`src/rtl/fetch_sequencer.sv`:
```
// Instruction fetch sequencer: walks a registered byte ROM through the PC, assembles
// one- or two-byte instructions and hands them to execute. Optional HALT: FETCH_SEQ_HALT_EN.
module fetch_sequencer (
  input  logic        clk,
  input  logic        reset,
  input  logic        fetch_en_i,
  input  logic [11:0] pc_i,
  output logic        pc_enable_o,
  output logic        pc_load_o,
  output logic [11:0] pc_target_o,
  input  logic [7:0]  rom_data_i,
  output logic        instr_valid_o,
  input  logic        instr_ready_i,
  output logic [3:0]  instr_opcode_o,
  output logic [3:0]  instr_imm_o,
  output logic [11:0] instr_addr_o,
  output logic [11:0] instr_pc_o,
  input  logic        br_taken_i,
  input  logic [11:0] br_target_i,
  output logic        halted_o
);

`ifdef FETCH_SEQ_HALT_EN
  typedef enum logic [2:0] {StAddr, StByte1, StByte2, StIssue, StHalt} state_e;
`else
  typedef enum logic [1:0] {StAddr, StByte1, StByte2, StIssue} state_e;
`endif

  state_e      state_q, state_d;
  logic [7:0]  byte1_q, byte1_d;
  logic [7:0]  byte2_q, byte2_d;
  logic [11:0] instr_pc_q, instr_pc_d;
  logic        two_byte;

  // Opcodes 0x8-0xB carry a second address byte.
  assign two_byte = (byte1_q[7:6] == 2'b10);

  always_comb begin
    state_d       = state_q;
    byte1_d       = byte1_q;
    byte2_d       = byte2_q;
    instr_pc_d    = instr_pc_q;
    pc_enable_o   = 1'b0;
    pc_load_o     = 1'b0;
    pc_target_o   = 12'h000;
    instr_valid_o = 1'b0;

    unique case (state_q)
      StAddr: begin
        if (fetch_en_i) begin
          instr_pc_d  = pc_i;
          pc_enable_o = 1'b1;
          state_d     = StByte1;
        end
      end
      StByte1: begin
        byte1_d = rom_data_i;
        if (rom_data_i[7:6] == 2'b10) begin
          pc_enable_o = 1'b1;
          state_d     = StByte2;
        end else begin
          state_d = StIssue;
        end
      end
      StByte2: begin
        byte2_d = rom_data_i;
        state_d = StIssue;
      end
      StIssue: begin
        instr_valid_o = 1'b1;
        if (instr_ready_i) begin
          state_d = StAddr;
`ifdef FETCH_SEQ_HALT_EN
          if (byte1_q == 8'hFF) begin
            state_d = StHalt;
          end else
`endif
          if (br_taken_i) begin
            pc_load_o   = 1'b1;
            pc_target_o = br_target_i;
          end
        end
      end
`ifdef FETCH_SEQ_HALT_EN
      StHalt: state_d = StHalt;
`endif
      default: state_d = StAddr;
    endcase

    // Reset wins over everything, including the combinational PC requests of this cycle.
    if (reset) begin
      pc_enable_o   = 1'b0;
      pc_load_o     = 1'b0;
      pc_target_o   = 12'h000;
      instr_valid_o = 1'b0;
    end
  end

  always_ff @(posedge clk) begin
    if (reset) begin
      state_q    <= StAddr;
      byte1_q    <= 8'h00;
      byte2_q    <= 8'h00;
      instr_pc_q <= 12'h000;
    end else begin
      state_q    <= state_d;
      byte1_q    <= byte1_d;
      byte2_q    <= byte2_d;
      instr_pc_q <= instr_pc_d;
    end
  end

  assign instr_opcode_o = byte1_q[7:4];
  assign instr_imm_o    = byte1_q[3:0];
  assign instr_addr_o   = two_byte ? {byte1_q[3:0], byte2_q} : 12'h000;
  assign instr_pc_o     = instr_pc_q;

`ifdef FETCH_SEQ_HALT_EN
  assign halted_o = (state_q == StHalt);
`else
  assign halted_o = 1'b0;
`endif

endmodule

```
`config.mk`:
```
export PLATFORM = sky130hd
export DESIGN_NAME = fetch_sequencer
export DESIGN_NICKNAME = d
export VERILOG_FILES = /design/src/rtl/fetch_sequencer.sv
export SDC_FILE = /design/constraint.sdc
export NUM_CORES = 1
export LEC_CHECK = 0
export CAP_MARGIN = 5
export CORE_ASPECT_RATIO = 0.8
export CORE_UTILIZATION = 60
export DETAILED_ROUTE_END_ITERATION = 8
export DONT_BUFFER_PORTS = 1
export HOLD_SLACK_MARGIN = 0.06
export PLACE_DENSITY = 0.82
export SKIP_CTS_REPAIR_TIMING = 1
export SLEW_MARGIN = 5
export SYNTH_ARGS = -nofsm -noshare
export SYNTH_HDL_FRONTEND = slang
export SYNTH_SLANG_ARGS = --single-unit
```
`constraint.sdc`:
```
create_clock -name clk -period 1.8 [get_ports clk]
set_input_delay 0.45 -clock clk [delete_from_list [all_inputs] [get_ports clk]]
set_output_delay 0.45 -clock clk [all_outputs]
set_load 0.03 [all_outputs]
```
**Run 1: gate-type map**

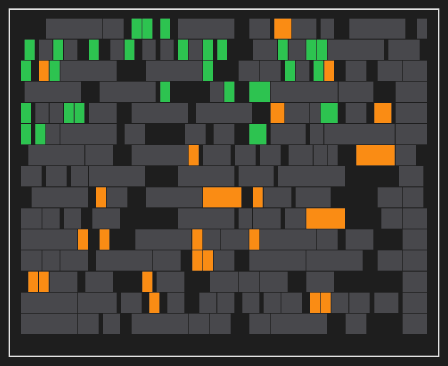
Orange marks nor cells, cells 23, where spread over the die. Green marks nand cells, cells 28.

**Run 1: placement by cell class**

Bar = 20 um.
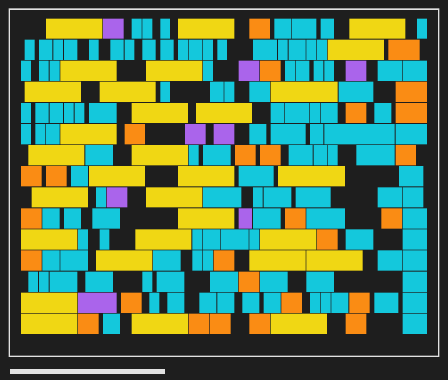
Purple marks clock drivers and dummy loads, cells 8, share of their area 3.8%. Yellow marks sequential cells, cells 30, share of their area 36%. Cyan marks remaining logic cells, cells 120, share of their area 47%. Orange marks remaining buffers and delay cells, cells 27, share of their area 13%.
# rows: 15
post-layout util: 79.94%

==> GITHUB_STEP_SUMMARY, run 1 <==
### Metrics collected by this job

| Metric | Value |
|---|---|
| Outcome | finished with violations |
| Failing checks | negative setup slack |
| Setup-failing EPs final | 14 |
| Hold slack | 185.1 ps |
| Critical Path End | pc_target_o[1] |
| Die H | 44.57 um |
| Avg Cell Area, Syn | 8.600 um^2 |
| Final non-filler cell total | 210 |
| Pwr per Cell Area | 1406 mW/mm^2 |
| Final setup margin | -101.7 ps |
| Crit-path max FO | 7 |
| P_comb | 0.905 mW |
| Count leader, synth | dfxtp_1 |
| Total global-route track usage | 23.94% |
| Area delta synth->final | 25.87% |
| Placed Area | 0.001572 mm^2 |
| Fin area | 0.001710 mm^2 |
| CP peak stage delay | 380 ps |
| Htree depth | 2 |
| Worst hold path endpoint | instr_pc_o[8]$_SDFFE_PP0P_ |
| Sw frac | 41.28% |
| ANT cells | 0 |
**Run 1: routed metal, one color a layer**

Bar = 20 um. Only two layers are drawn.
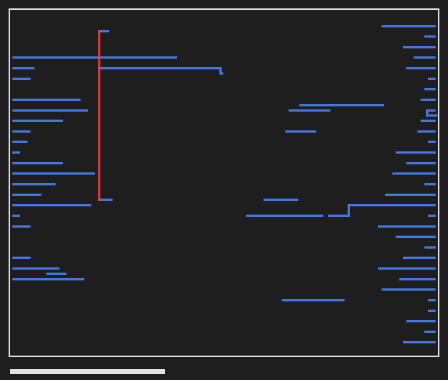
Blue marks M3, wire length 281 um. Red marks M4, wire length 21.8 um.

-- run 1: cells in the final DEF (no fill, tap or decap), drive strengths merged, types with 2 or more instances in the layout --
master and n:
nand2 25, ha 5, nor2 17, inv 2, clkbuf 6, mux2i 16, nor2b 5, and2 25
nand2b 2, dfxtp 30, a21oi 14, and3 2, buf 27
-- run 1: layout make-up --
cell class                 count  share of cell area, %
timing repair buffer          27                  12.51
clock buffer                   6                  2.999
clock inverter                 2                 0.7315
tap                           25                  1.829
sequential                    30                  35.55
inverter                       2                 0.4389
multi-input combinational    118                  45.94
-- run 1: cell families (layout without fill, tap and decap cells) --
family	count (synthesis)	in the layout	synth area share, %
compound gates	17	17	6.814
simple gates	77	79	28.09
other cells	1	1	0.2760
flops	30	30	44.20
mux	16	16	11.79
buf+inv	12	37	4.235
fa+ha+maj	5	5	4.604
**Run 1: where the registers sit**

Bar = 20 um. Other sequential cells in the stronger gray, the rest of the logic in the fainter gray.
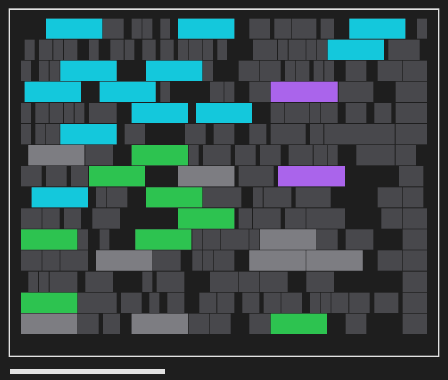

==> run 2, diff against run 1 <==
--- a/config.mk
+++ b/config.mk
@@ -7,11 +7,12 @@
 export LEC_CHECK = 0
 export CAP_MARGIN = 5
 export CORE_ASPECT_RATIO = 0.8
-export CORE_UTILIZATION = 60
+export CORE_MARGIN = 4
+export CORE_UTILIZATION = 40
 export DETAILED_ROUTE_END_ITERATION = 8
 export DONT_BUFFER_PORTS = 1
 export HOLD_SLACK_MARGIN = 0.06
-export PLACE_DENSITY = 0.82
+export PLACE_DENSITY = 0.6
 export SKIP_CTS_REPAIR_TIMING = 1
 export SLEW_MARGIN = 5
 export SYNTH_ARGS = -nofsm -noshare
**Run 2: where the registers sit**

Bar = 20 um. Other sequential cells in the stronger gray, the rest of the logic in the fainter gray.
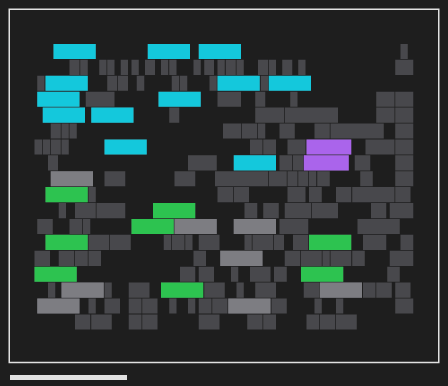
Green marks `byte2_q`, sequential cells 8. Purple marks `state_q`, sequential cells 2. Cyan marks `instr_pc_o`, sequential cells 12.
sequential cell power: 1.04 mW
Register Area: 603.1 um^2
post-layout util: 56.62%
fraction of area in registers: 33.54%

==> run 2 against run 1 <==
  * The run still ends with negative setup slack left
  * Synthesized cell count did not move
  * Total power rose by 5.7%
  * Setup slack improved by 42 ps
  * First-iteration DRC count rose by 2.3%
==> GITHUB_STEP_SUMMARY, run 2 <==
### Metrics collected by this job

| Metric | Value |
|---|---|
| Final non-filler cell total | 227 (+8.1%) |
| Adder Share, Synth | 4.604% (unchanged) |
| Area of the core | 0.003176 mm^2 |
| Most frequent cells in the layout | dfxtp_1, buf_4, nand2_1, nor2_1, mux2i_1 |
| Share of cells above drive strength 1 | 31.55% |
| Worst hold path endpoint | state_q[1]$_SDFFE_PP0P_ |
| Final setup margin | -59.64 ps (+42.07 ps) |
| Avg Cell Area, Syn | 8.600 um^2 (unchanged) |
| Setup-failing EPs final | 13 (-1) |
| Hold slack | 238.7 ps (+53.61 ps) |
| ClkCell Share | 4.384% (+0.65 points) |
| Critical path, cell by cell | ha_4 -> nor2b_4 -> and3_4 -> buf_12 -> and2_4 |
| CLK BUF | 5 (-1) |
| # rows | 18 (+3) |
| Seq cells | 30 (unchanged) |
| Total global-route track usage | 15.59% (-8.3 points) |
| CP peak stage delay | 350 ps (-30 ps) |
| Slowest CP cell | dfxtp_2 |
| Synth mux share | 11.79% (unchanged) |
| Fin area | 0.001798 mm^2 (+5.1%) |
| Die H | 60.13 um (+35%) |
| Number of tap instances | 40 (+60%) |
| Synth logic family | simple AND/OR/NAND/NOR gates |
| Sw frac | 39.52% (-1.8 points) |
| Basic Gates by Area | 28.08% (unchanged) |
| ANT cells | 0 (unchanged) |
| Inverters | 2 (unchanged) |
| Power Total | 2.543 mW |
| AO/OA Area Share | 6.814% (unchanged) |
| Non-clock buffer share of cell area | 15.38% (+2.9 points) |
| Insertion delay at the late pin of the worst-skew pair | 270 ps |
| Area delta synth->final | 32.32% |
| Top cell excl fill/tap | dfxtp_1 |
| Crit-path max FO | 10 (+3) |
| Largest class | multi-input combinational cells |
| Combinational Gates | 116 (-1.7%) |
| Outcome | finished with violations |
| Logic share of the area | 43.22% (-2.7 points) |
| P_comb | 1.01 mW (+10%) |
| Xor/xnor share | 0% (unchanged) |
| Failing checks | negative setup slack |
| Htree depth | 2 (unchanged) |
| CTS tree | built |
| Signal buffers | 32 (+19%) |
| Count leader, synth | dfxtp_1 |
| Clk root buf | clkbuf_8 |
-- run 2: netlist changes by cell type in the layout (fill, tap and decap cells not counted), moves of 2 or more --
cell / change
clkbuf_4: -5
clkbuf_8: +4
buf_4: +3
and2_1: +2
and2_4: -2
buf_12: +2
dfxtp_2: +2
dfxtp_4: -2
ha_1: -2
ha_4: +2
inv_4: +2
nor2b_4: -2
-- run 2: layer usage --
layer / up-vias / part of all wire (%) / global-route usage (%)
li1: 561 / - / -
met1: 509 / 37 / 16.41
met2: 56 / 51 / 27.64
met3: 8 / 11 / 5.882
met4: 0 / 1.5 / 7.105
met5: - / 0 / 0
-- run 2: critical path: cells and delay by family (launching register included) --
family | cells | cell delay (ps)
flip-flops | 1 | 350
buffers and inverters | 1 | 120
AND/OR/NAND/NOR | 3 | 540
adder cells (fa/ha/maj) | 1 | 130
**Run 2: track usage over the die**

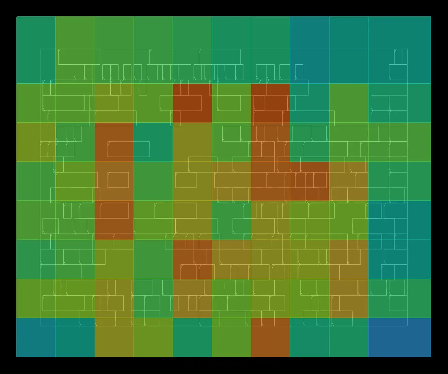

==> run 3, diff against run 2 <==
--- a/config.mk
+++ b/config.mk
@@ -8,11 +8,12 @@
 export CAP_MARGIN = 5
 export CORE_ASPECT_RATIO = 0.8
 export CORE_MARGIN = 4
-export CORE_UTILIZATION = 40
+export CORE_UTILIZATION = 60
 export DETAILED_ROUTE_END_ITERATION = 8
 export DONT_BUFFER_PORTS = 1
+export GPL_TIMING_DRIVEN = 0
 export HOLD_SLACK_MARGIN = 0.06
-export PLACE_DENSITY = 0.6
+export PLACE_DENSITY = 0.82
 export SKIP_CTS_REPAIR_TIMING = 1
 export SLEW_MARGIN = 5
 export SYNTH_ARGS = -nofsm -noshare
**Run 3: track usage over the die**

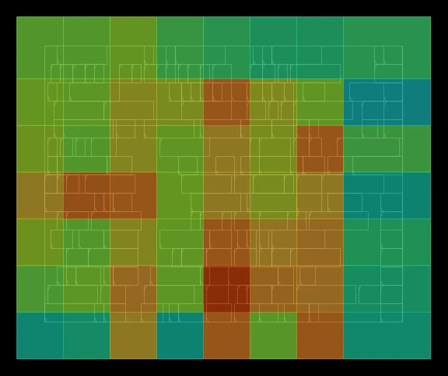
met2 global-route usage: 36.27%
post-layout util: 74.90%

==> run 3 against run 2 <==
  * The run still ends with negative setup slack left
  * Via count decreased by 4.1%
  * First-iteration DRC count decreased by 69%
  * Critical path depth unchanged
==> GITHUB_STEP_SUMMARY, run 3 <==
### Metrics collected by this job

| Metric | Value |
|---|---|
| CTS tree | built |
| Met2 Wirelength | 1.538 mm (-9.4%) |
| Final setup margin | -355.5 ps (-295.8 ps) |
| GR Layer Usage met3 | 6.684% (+0.80 points) |
| CP top delay family | simple AND/OR/NAND/NOR gates |
| Post-route met1 wirelength | 1.162 mm (-6.4%) |
| CP bufs+invs | 1 (unchanged) |
| Non-clock buffer share of cell area | 6.656% (-8.7 points) |
| Crit-path max FO | 6 (-4) |
| P_comb | 0.767 mW (-24%) |
| Largest class | multi-input combinational cells |
| CLK BUF | 6 (+1) |
| Die H | 50.57 um (-16%) |
| Hold slack | 190.6 ps (-48.06 ps) |
| Sw frac | 41.80% (+2.3 points) |
| Worst hold path endpoint | state_q[0]$_SDFFE_PP0P_ |
| Count leader, synth | dfxtp_1 |
| Metal3 WL | 368 um (unchanged) |
| Met1 Usage GRT | 22.56% (+6.1 points) |
| Avg Cell Area, Syn | 8.600 um^2 (unchanged) |
| Setup-failing EPs final | 14 (+1) |
| Fraction of area in registers | 37.93% (+4.4 points) |
| Seq cells | 30 (unchanged) |
| Clk root buf | clkbuf_4 |
| Register Area | 613.1 um^2 (+1.7%) |
| Failing checks | negative setup slack |
| Slowest CP cell | dfxtp_4 |
| Signal buffers | 12 (-63%) |
| CP peak stage delay | 390 ps (+40 ps) |
| ClkCell Share | 3.947% (-0.44 points) |
| Combinational Gates | 116 (unchanged) |
| Share of cells above drive strength 1 | 28.57% (-3.0 points) |
| Outcome | finished with violations |
| Area of the core | 0.002158 mm^2 (-32%) |
| # rows | 15 (-3) |
| Number of cells on the critical path | 5 (unchanged) |
| Sequential cell power | 1.17 mW (+10%) |
| ANT cells | 0 (unchanged) |
| Number of tap instances | 25 (-38%) |
| Insertion delay at the late pin of the worst-skew pair | 320 ps (+50 ps) |
| Most frequent cells in the layout | dfxtp_1, nand2_1, and2_4, nor2_1, mux2i_1 |
run 3: cell types whose count changed in the layout (fill, tap and decap cells not counted), moves of 3 or more:
cell | previous run | this run
and2_1 | 15 | 3
and2_2 | 0 | 3
and2_4 | 10 | 19
buf_4 | 27 | 3
clkbuf_1 | 0 | 3
clkbuf_4 | 0 | 6
clkbuf_8 | 5 | 1
dfxtp_4 | 0 | 3
run 3: cells by family (layout without fill, tap and decap cells):
| kind of cell | count (synthesis) | after routing | synth area share [%] |
|---|---|---|---|
| buf+inv | 12 | 22 | 4.235 |
| simple gates | 77 | 77 | 28.09 |
| mux | 16 | 16 | 11.79 |
| flops | 30 | 30 | 44.20 |
| fa+ha+maj | 5 | 5 | 4.604 |
| compound gates | 17 | 17 | 6.814 |
| other cells | 1 | 1 | 0.2760 |
Power and IR drop assume default switching activity.
